### Signal wires by layer, run 1

Drawn at 3 px/um. Only two layers are drawn.
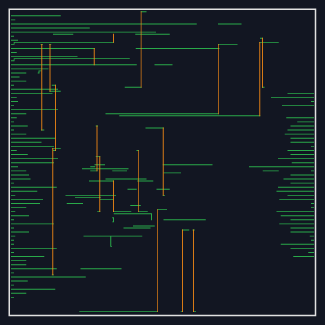
### Metal 2, run 1

Drawn at 4 px/um.
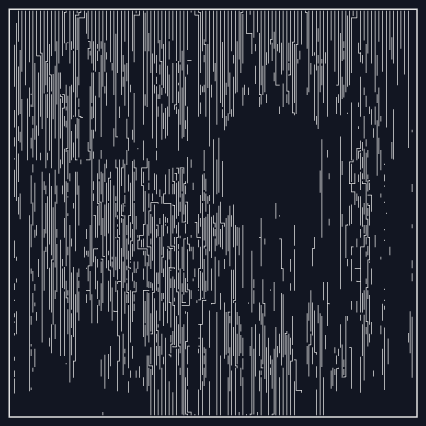
### Nets reached from selected ports, run 1

Drawn at 3 px/um.
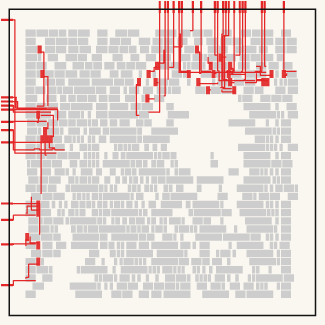
==> config.mk <==
export PLATFORM = sky130hd
export DESIGN_NAME = dcache_port_arbiter_flat
export DESIGN_NICKNAME = d
export VERILOG_FILES = /design/src/rtl/dcache_port_arbiter_if.sv /design/src/rtl/dcache_port_arbiter.sv /design/src/flat_wrapper.sv
export SDC_FILE = /design/constraint.sdc
export NUM_CORES = 1
export LEC_CHECK = 0
export ABC_AREA = 1
export CAP_MARGIN = 0
export CORE_MARGIN = 5
export CORE_UTILIZATION = 36
export CTS_BUF_LIST = sky130_fd_sc_hd__clkbuf_4
export DETAILED_ROUTE_END_ITERATION = 7
export HOLD_SLACK_MARGIN = 0.12
export PLACE_DENSITY = 0.89
export SLEW_MARGIN = 5
export SYNTH_ARGS = -nofsm -noshare
export SYNTH_HDL_FRONTEND = slang
export SYNTH_SLANG_ARGS = --single-unit
==> constraint.sdc <==
create_clock -name clock -period 2.42 [get_ports clock]
set_input_delay 0.484 -clock clock [delete_from_list [all_inputs] [get_ports clock]]
set_output_delay 0.484 -clock clock [all_outputs]
set_load 0.02 [all_outputs]
==> src/rtl/dcache_port_arbiter_if.sv <==
// Bundle of every signal the D-cache port arbiter exchanges with the retire
// stage / store queue head, the load unit and the D-cache.
// slave  : the arbiter's view.
// master : the combined environment (retire, load unit, cache).
interface dcache_port_arbiter_if #(
  parameter int LD_TAG_W = 3,
  parameter int ADDR_W   = 32,
  parameter int DATA_W   = 32
);
  // retire store port
  logic                st_req;
  logic [ADDR_W-1:0]   st_addr;
  logic [DATA_W-1:0]   st_data;
  logic [1:0]          st_size;
  logic                st_done;
  // load unit port
  logic                ld_req;
  logic [ADDR_W-1:0]   ld_addr;
  logic [1:0]          ld_size;
  logic [LD_TAG_W-1:0] ld_tag;
  logic                ld_grant;
  logic                ld_resp_valid;
  logic [LD_TAG_W-1:0] ld_resp_tag;
  logic [DATA_W-1:0]   ld_resp_data;
  logic                flush;
  // D-cache port
  logic                dc_req_valid;
  logic                dc_req_store;
  logic [ADDR_W-1:0]   dc_req_addr;
  logic [DATA_W-1:0]   dc_req_data;
  logic [1:0]          dc_req_size;
  logic [LD_TAG_W-1:0] dc_req_tag;
  logic                dc_req_ready;
  logic                dc_resp_valid;
  logic [LD_TAG_W-1:0] dc_resp_tag;
  logic [DATA_W-1:0]   dc_resp_data;

  modport slave (
    input  st_req, st_addr, st_data, st_size,
    output st_done,
    input  ld_req, ld_addr, ld_size, ld_tag,
    output ld_grant, ld_resp_valid, ld_resp_tag, ld_resp_data,
    input  flush,
    output dc_req_valid, dc_req_store, dc_req_addr, dc_req_data, dc_req_size, dc_req_tag,
    input  dc_req_ready, dc_resp_valid, dc_resp_tag, dc_resp_data
  );

  modport master (
    output st_req, st_addr, st_data, st_size,
    input  st_done,
    output ld_req, ld_addr, ld_size, ld_tag,
    input  ld_grant, ld_resp_valid, ld_resp_tag, ld_resp_data,
    output flush,
    input  dc_req_valid, dc_req_store, dc_req_addr, dc_req_data, dc_req_size, dc_req_tag,
    output dc_req_ready, dc_resp_valid, dc_resp_tag, dc_resp_data
  );
endinterface

==> src/rtl/dcache_port_arbiter.sv <==
// D-cache request port arbiter: retire stores vs. the load pipe.
// Stores win by default and complete on acceptance. Loads are tracked per
// tag; a mispredict flush turns every in-flight load into a "zombie" whose
// response is silently dropped, and a tag stays blocked until its response
// has come back.
// Optional build macro DCACHE_ARB_STARVE_GUARD_EN: after STARVE_LIMIT
// consecutive contended losses the load is forced through ahead of the store.
// The width parameters must match those of the connected interface instance.
module dcache_port_arbiter #(
  parameter int LD_TAG_W     = 3,
  parameter int ADDR_W       = 32,
  parameter int DATA_W       = 32
`ifdef DCACHE_ARB_STARVE_GUARD_EN
  ,
  parameter int STARVE_LIMIT = 4
`endif
) (
  input logic                  clock,
  input logic                  reset,
  dcache_port_arbiter_if.slave bus
);

  localparam int N_TAGS = 1 << LD_TAG_W;

  logic [N_TAGS-1:0]   outst_reg, outst_next;
  logic [N_TAGS-1:0]   zombie_reg, zombie_next;
  logic                ld_resp_valid_reg;
  logic [LD_TAG_W-1:0] ld_resp_tag_reg;
  logic [DATA_W-1:0]   ld_resp_data_reg;

  logic tag_blocked;
  logic force_ld;
  logic st_sel;
  logic ld_sel;
  logic st_done;
  logic ld_grant;
  logic resp_fwd;

  // A tag that is still live or still awaiting its squashed response cannot
  // be reissued, otherwise two responses with the same tag could be in flight.
  assign tag_blocked = outst_reg[bus.ld_tag] | zombie_reg[bus.ld_tag];

`ifdef DCACHE_ARB_STARVE_GUARD_EN
  localparam int CNT_W = $clog2(STARVE_LIMIT + 1);

  logic [CNT_W-1:0] starve_cnt_reg, starve_cnt_next;

  // Count consecutive cycles an eligible load loses to a store; saturate at
  // the limit so a stalled cache cannot wrap the counter past the trigger.
  always_comb begin
    starve_cnt_next = starve_cnt_reg;
    if (ld_grant || !bus.ld_req) begin
      starve_cnt_next = '0;
    end else if (bus.st_req && !tag_blocked &&
                 (starve_cnt_reg != CNT_W'(STARVE_LIMIT))) begin
      starve_cnt_next = starve_cnt_reg + CNT_W'(1);
    end
  end

  // Starvation counter register
  always_ff @(posedge clock or posedge reset) begin
    if (reset) begin
      starve_cnt_reg <= '0;
    end else begin
      starve_cnt_reg <= starve_cnt_next;
    end
  end

  assign force_ld = (starve_cnt_reg == CNT_W'(STARVE_LIMIT)) & bus.ld_req & ~tag_blocked;
`else
  assign force_ld = 1'b0;
`endif

  assign st_sel   = bus.st_req & ~force_ld;
  assign ld_sel   = bus.ld_req & ~tag_blocked & (~bus.st_req | force_ld);
  assign st_done  = st_sel & bus.dc_req_ready;
  assign ld_grant = ld_sel & bus.dc_req_ready;

  assign bus.st_done  = st_done;
  assign bus.ld_grant = ld_grant;

  // Drive the cache request from whichever requester was selected; idle
  // fields read as zero so the cache never sees stale data.
  always_comb begin
    bus.dc_req_valid = st_sel | ld_sel;
    bus.dc_req_store = st_sel;
    bus.dc_req_addr  = '0;
    bus.dc_req_data  = '0;
    bus.dc_req_size  = '0;
    bus.dc_req_tag   = '0;
    if (st_sel) begin
      bus.dc_req_addr = bus.st_addr;
      bus.dc_req_data = bus.st_data;
      bus.dc_req_size = bus.st_size;
    end else if (ld_sel) begin
      bus.dc_req_addr = bus.ld_addr;
      bus.dc_req_size = bus.ld_size;
      bus.dc_req_tag  = bus.ld_tag;
    end
  end

  // Per-tag tracking update. A response clears the tag from both vectors
  // before flush migrates live tags to zombie, so a response racing a flush
  // leaves nothing behind. A grant in the flush cycle is born a zombie.
  genvar gi;
  generate
    for (gi = 0; gi < N_TAGS; gi++) begin : g_tag
      logic resp_hit;
      logic grant_hit;
      assign resp_hit  = bus.dc_resp_valid & (bus.dc_resp_tag == LD_TAG_W'(gi));
      assign grant_hit = ld_grant & (bus.ld_tag == LD_TAG_W'(gi));
      assign outst_next[gi]  = (grant_hit & ~bus.flush)
                             | (outst_reg[gi] & ~resp_hit & ~bus.flush);
      assign zombie_next[gi] = (grant_hit & bus.flush)
                             | (zombie_reg[gi] & ~resp_hit)
                             | (outst_reg[gi] & ~resp_hit & bus.flush);
    end
  endgenerate

  // Only a response to a live (non-squashed) load is forwarded, and not one
  // that arrives in the very cycle the flush squashes it.
  assign resp_fwd = bus.dc_resp_valid & outst_reg[bus.dc_resp_tag] & ~bus.flush;

  // Tracking vectors and the registered load-response stage
  always_ff @(posedge clock or posedge reset) begin
    if (reset) begin
      outst_reg         <= '0;
      zombie_reg        <= '0;
      ld_resp_valid_reg <= 1'b0;
      ld_resp_tag_reg   <= '0;
      ld_resp_data_reg  <= '0;
    end else begin
      outst_reg         <= outst_next;
      zombie_reg        <= zombie_next;
      ld_resp_valid_reg <= resp_fwd;
      if (resp_fwd) begin
        ld_resp_tag_reg  <= bus.dc_resp_tag;
        ld_resp_data_reg <= bus.dc_resp_data;
      end
    end
  end

  assign bus.ld_resp_valid = ld_resp_valid_reg;
  assign bus.ld_resp_tag   = ld_resp_tag_reg;
  assign bus.ld_resp_data  = ld_resp_data_reg;

endmodule

==> src/flat_wrapper.sv <==
// flat-port wrapper written by rule: the top's interface ports become plain ports
module dcache_port_arbiter_flat 
#(
  parameter int LD_TAG_W     = 3,
  parameter int ADDR_W       = 32,
  parameter int DATA_W       = 32

)
  (clock, reset, bus_st_req, bus_st_addr, bus_st_data, bus_st_size, bus_st_done, bus_ld_req, bus_ld_addr, bus_ld_size, bus_ld_tag, bus_ld_grant, bus_ld_resp_valid, bus_ld_resp_tag, bus_ld_resp_data, bus_flush, bus_dc_req_valid, bus_dc_req_store, bus_dc_req_addr, bus_dc_req_data, bus_dc_req_size, bus_dc_req_tag, bus_dc_req_ready, bus_dc_resp_valid, bus_dc_resp_tag, bus_dc_resp_data);
  dcache_port_arbiter_if #(.LD_TAG_W(LD_TAG_W), .ADDR_W(ADDR_W), .DATA_W(DATA_W)) bus_i ();
  input logic clock;
  input logic reset;
  input wire logic [$bits(bus_i.st_req)-1:0] bus_st_req;
  input wire logic [$bits(bus_i.st_addr)-1:0] bus_st_addr;
  input wire logic [$bits(bus_i.st_data)-1:0] bus_st_data;
  input wire logic [$bits(bus_i.st_size)-1:0] bus_st_size;
  output wire logic [$bits(bus_i.st_done)-1:0] bus_st_done;
  input wire logic [$bits(bus_i.ld_req)-1:0] bus_ld_req;
  input wire logic [$bits(bus_i.ld_addr)-1:0] bus_ld_addr;
  input wire logic [$bits(bus_i.ld_size)-1:0] bus_ld_size;
  input wire logic [$bits(bus_i.ld_tag)-1:0] bus_ld_tag;
  output wire logic [$bits(bus_i.ld_grant)-1:0] bus_ld_grant;
  output wire logic [$bits(bus_i.ld_resp_valid)-1:0] bus_ld_resp_valid;
  output wire logic [$bits(bus_i.ld_resp_tag)-1:0] bus_ld_resp_tag;
  output wire logic [$bits(bus_i.ld_resp_data)-1:0] bus_ld_resp_data;
  input wire logic [$bits(bus_i.flush)-1:0] bus_flush;
  output wire logic [$bits(bus_i.dc_req_valid)-1:0] bus_dc_req_valid;
  output wire logic [$bits(bus_i.dc_req_store)-1:0] bus_dc_req_store;
  output wire logic [$bits(bus_i.dc_req_addr)-1:0] bus_dc_req_addr;
  output wire logic [$bits(bus_i.dc_req_data)-1:0] bus_dc_req_data;
  output wire logic [$bits(bus_i.dc_req_size)-1:0] bus_dc_req_size;
  output wire logic [$bits(bus_i.dc_req_tag)-1:0] bus_dc_req_tag;
  input wire logic [$bits(bus_i.dc_req_ready)-1:0] bus_dc_req_ready;
  input wire logic [$bits(bus_i.dc_resp_valid)-1:0] bus_dc_resp_valid;
  input wire logic [$bits(bus_i.dc_resp_tag)-1:0] bus_dc_resp_tag;
  input wire logic [$bits(bus_i.dc_resp_data)-1:0] bus_dc_resp_data;
  assign bus_i.st_req = bus_st_req;
  assign bus_i.st_addr = bus_st_addr;
  assign bus_i.st_data = bus_st_data;
  assign bus_i.st_size = bus_st_size;
  assign bus_st_done = bus_i.st_done;
  assign bus_i.ld_req = bus_ld_req;
  assign bus_i.ld_addr = bus_ld_addr;
  assign bus_i.ld_size = bus_ld_size;
  assign bus_i.ld_tag = bus_ld_tag;
  assign bus_ld_grant = bus_i.ld_grant;
  assign bus_ld_resp_valid = bus_i.ld_resp_valid;
  assign bus_ld_resp_tag = bus_i.ld_resp_tag;
  assign bus_ld_resp_data = bus_i.ld_resp_data;
  assign bus_i.flush = bus_flush;
  assign bus_dc_req_valid = bus_i.dc_req_valid;
  assign bus_dc_req_store = bus_i.dc_req_store;
  assign bus_dc_req_addr = bus_i.dc_req_addr;
  assign bus_dc_req_data = bus_i.dc_req_data;
  assign bus_dc_req_size = bus_i.dc_req_size;
  assign bus_dc_req_tag = bus_i.dc_req_tag;
  assign bus_i.dc_req_ready = bus_dc_req_ready;
  assign bus_i.dc_resp_valid = bus_dc_resp_valid;
  assign bus_i.dc_resp_tag = bus_dc_resp_tag;
  assign bus_i.dc_resp_data = bus_dc_resp_data;
  dcache_port_arbiter #(.LD_TAG_W(LD_TAG_W), .ADDR_W(ADDR_W), .DATA_W(DATA_W)) u_core (.clock(clock), .reset(reset), .bus(bus_i));
endmodule
==> changes_impl.md, run 1 <==
## Implementation

- TritonRoute pass-1 iters: 5
- Initial antenna violation count: 3
- Quantity of hold-fixing buffers added after cts: 0
- Proportion of synthesized area in mux cells: 0%
- Met3 wire length: 1.42 mm
- Critical-path top delay cell: dfrtp_1
- Crit path launch type: flip-flop
- Wire length per cell: 17.3 um
- Internal portion of total power: 1.87 mW
- Worst-case setup margin in the final layout: -0.135 ns
- Wire length of the first global-routing pass: 20.0 mm
- WHS: 0.495 ns
- Combined area of all synthesized cells: 0.00302 sq mm
- Tally of unique sky130hd cells used after synthesis: 22
- Most congested layer reported by global routing: met2
- Seq pwr share: 37.9%
- Clock network fraction of total power: 13.5%
- Max-cap violations: 0
- TritonCTS buffer count: 5
- Most repeated cell in the gate-level netlist after synthesis: nand2_1
- Total half-perimeter wirelength after legalization and detailed placement: 11.0 mm
- Delay of the slowest cell on the worst path: 0.42 ns
- Clock latency at the later pin of the worst-skew pair: 0.36 ns
- Violations in the final reports: setup timing
- Final cell area excluding filler cells: 0.00609 sq mm
- Final setup skew: 0.0119 ns
- Clock transition at path regs: 0.14 ns
- Reported clock group power: 0.389 mW
- Growth of design area from synthesis to finish: 102%
- Placed cell areas: 0.00581 sq mm
- Data required time of the worst path: 1.94 ns
- Post-synth seq share: 43.1%
- Count of standard-cell rows: 33
- Switching part of the total power: 35.0%
- Combined flip-flop and latch cell area: 0.00130 sq mm
- Status: finished, violations left
- H-tree Lvls: 2
- Stages on the worst setup path: 11
- Antenna Cells: 0
- Layout Cells excl Fill: 801
- Setup-failing EPs final: 37
- Number of DRC markers in iteration 0: 172
- Net count of the finished layout: 840
- Grt met2 use: 43.1%
- Metal-1 WL: 4.99 mm
- Detailed-route vias per instance: 4.85
## Picture notes: 'Signal wires by layer'
[met4] orange | wire length: 380 um
[met3] green | wire length: 1420 um

## Picture notes: 'Metal 2'
share of all routed wire: 51%
nets with wire on the layer: 714
main direction: vertical
longest straight run: 44.4 um
wire length on this layer: 7040 um

## Picture notes: 'Nets reached from selected ports'
[`bus_dc_req_data`] red | direction: output | end cells: 32 | buffers: 32 | wire: 919 um

-- run 1: cell type report --
cell class / count / area share [%]
clock inverters: 2 / 0.185
inverters: 54 / 3.37
repair buffers: 293 / 48.9
multi-input cells: 289 / 23.3
flip-flops and latches: 52 / 21.4
well taps: 105 / 2.16
clock buffers: 6 / 0.740
-- run 1: timing repair --
item,CTS,global route
gates cloned,2,0
buffers inserted,6,5
gates resized,223,19
pin swaps,9,12
setup endpoints to repair,39,38
-- run 1: through the flow --
stage	setup slack, ns	total power, mW	setup TNS (ns)
final	-0.135	2.88	-3.52
after global routing	-0.239	3.03	-7.85
after CTS	-0.193	2.87	-4.57
after detailed placement	-0.748	2.43	-26.83
after global placement	-0.653	2.39	-23.50
after floorplan	0.380	1.66	0
-- run 1: layout by cell type (no fill, tap or decap), types with 7 or more instances in the layout --
cell / instances
nor2_2: 7
nand2_1: 171
buf_12: 7
nand3_1: 15
buf_4: 33
clkdlybuf4s50_1: 211
nor2_1: 20
buf_6: 37
inv_1: 48
o21ai_0: 8
a22o_1: 33
nand4_1: 11
dfrtp_1: 52
-- run 1: path summary, 6_finish.rpt --
path                                                  from                           to  slack (ns)
worst max-delay path                   u_core.outst_reg[3]          bus_dc_req_addr[19]       -0.14
worst min-delay path            u_core.bus.ld_resp_data[1]   u_core.bus.ld_resp_data[1]        0.49
worst max register to register         u_core.outst_reg[3]         u_core.zombie_reg[3]        0.32
worst min register to register  u_core.bus.ld_resp_data[1]   u_core.bus.ld_resp_data[1]        0.49
max in group asynchronous                            reset    u_core.bus.ld_resp_tag[2]        1.40
min in group asynchronous                            reset  u_core.bus.ld_resp_data[11]        0.60
==> run 1 -> run 2 <==
- CORE_AREA: default -> 2 2 98 100
- CORE_MARGIN: 5 -> default
- CORE_UTILIZATION: 36 -> default
- DIE_AREA: default -> 0 0 100 102
- PLACE_DENSITY: 0.89 -> 0.83
- SETUP_SLACK_MARGIN: default -> 0.02
==> changes_impl.md, run 2 <==
## Implementation

- Quantity of hold-fixing buffers added after cts: 0
- Crit path capture: bus_dc_req_tag[2]
- Crit path launch type: flip-flop
- Setup-failing EPs final: 38
- Critical register-to-register path endpoint: u_core.zombie_reg[3]
- Seq pwr share: 38.1%
- Most instantiated logic cells after routing: 211 x clkdlybuf4s50_1, 172 x nand2_1, 52 x dfrtp_1
- Status: finished, violations left
- Final cell area excluding filler cells: 0.00597 sq mm
- Post-synth seq share: 43.1%
- Most congested layer reported by global routing: met2
- Worst-case setup margin in the final layout: -0.108 ns
- Clock network fraction of total power: 14.7%
- Met3 wire length: 1.21 mm
- Final setup skew: 0.0191 ns
- Grt met2 use: 40.0%
- Layout Cells excl Fill: 802
- Number of DRC markers in iteration 0: 238
- Clock latency at the later pin of the worst-skew pair: 0.39 ns
- Initial antenna violation count: 3
- Growth of design area from synthesis to finish: 97.7%
- TritonCTS buffer count: 5
- Max-cap violations: 0
- Post-Route Setup TNS: -2.68 ns
- Wire length of the first global-routing pass: 18.8 mm
- Count of standard-cell rows: 35
- Internal portion of total power: 1.84 mW
- Clock transition at path regs: 0.17 ns
- Switching part of the total power: 35.6%
- Violations in the final reports: setup timing
- Dominant logic cell type in the layout: clkdlybuf4s50_1
- Worst flop-to-flop path startpoint: u_core.zombie_reg[6]
- Detailed-route vias per instance: 4.74
- Setup slack, reg-to-reg: 0.53 ns
- Proportion of synthesized area in mux cells: 0%
- Startpoint of the worst setup timing path: u_core.zombie_reg[6]
- Net count of the finished layout: 834
- Placed cell areas: 0.00580 sq mm
[run 2: cell counts after synthesis]
Identical to the previous run, type by type.
[run 2: cell type report]
class | instances | area [sq um]
inverter | 54 | 205
clock inverter | 3 | 27.5
tap | 111 | 139
clock buffer | 5 | 37.5
timing repair buffer | 287 | 2860
multi-input combinational | 289 | 1400
sequential | 52 | 1300
antenna | 1 | 2.50
fill | 758 | 3140
[run 2: worst min path at each step]
stage	startpoint	end	cells after the start
after floorplan	u_core.zombie_reg[3]	u_core.zombie_reg[3]	2
after global placement	u_core.bus.ld_resp_data[22]	u_core.bus.ld_resp_data[22]	2
after detailed placement	u_core.bus.ld_resp_data[8]	u_core.bus.ld_resp_data[8]	2
after CTS	reset	u_core.bus.ld_resp_tag[1]	2
after global routing	reset	u_core.bus.ld_resp_tag[1]	2
final	reset	u_core.bus.ld_resp_tag[1]	2
[run 2: power by group through the flow]
stage | registers [mW] | logic, mW | clock network, mW
2_1_floorplan | 1.24 | 0.417 | 0
3_3_place_gp | 1.10 | 1.29 | 0
3_5_place_dp | 1.10 | 1.31 | 0
4_1_cts | 1.09 | 1.36 | 0.434
5_1_grt | 1.11 | 1.44 | 0.473
6_report | 1.09 | 1.35 | 0.421
[run 2: kinds of logic (layout without fill, tap and decap cells)]
logic type,Yosys count,after routing
buffers and inverters,79,349
AOI/OAI and AO/OA,55,55
other,0,1
DFF,52,52
and+or+nand+nor,234,234
[run 2: critical path: stages (launching register included)]
cell,delay [ns]
dfrtp_1,0.42
nor2_2,0.15
nor2_1,0.07
nor2_1,0.10
nand2_1,0.07
nand2_1,0.07
nand3_2,0.11
nor2_4,0.19
buf_4,0.16
inv_4,0.05
nor2_1,0.11
buf_4,0.17
### Signal wires by layer, run 2

Drawn at 3 px/um. Only two layers are drawn.
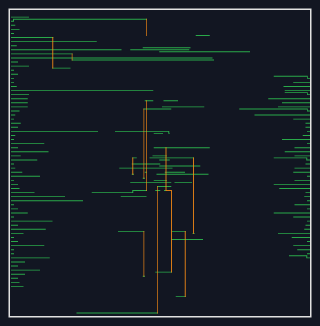
[met3] green | wire length: 1210 um
[met4] orange | wire length: 224 um
wire length per cell: 15.7 um
Vias: 3802

No activity file was given, so power comes from the tool's default toggle rates.
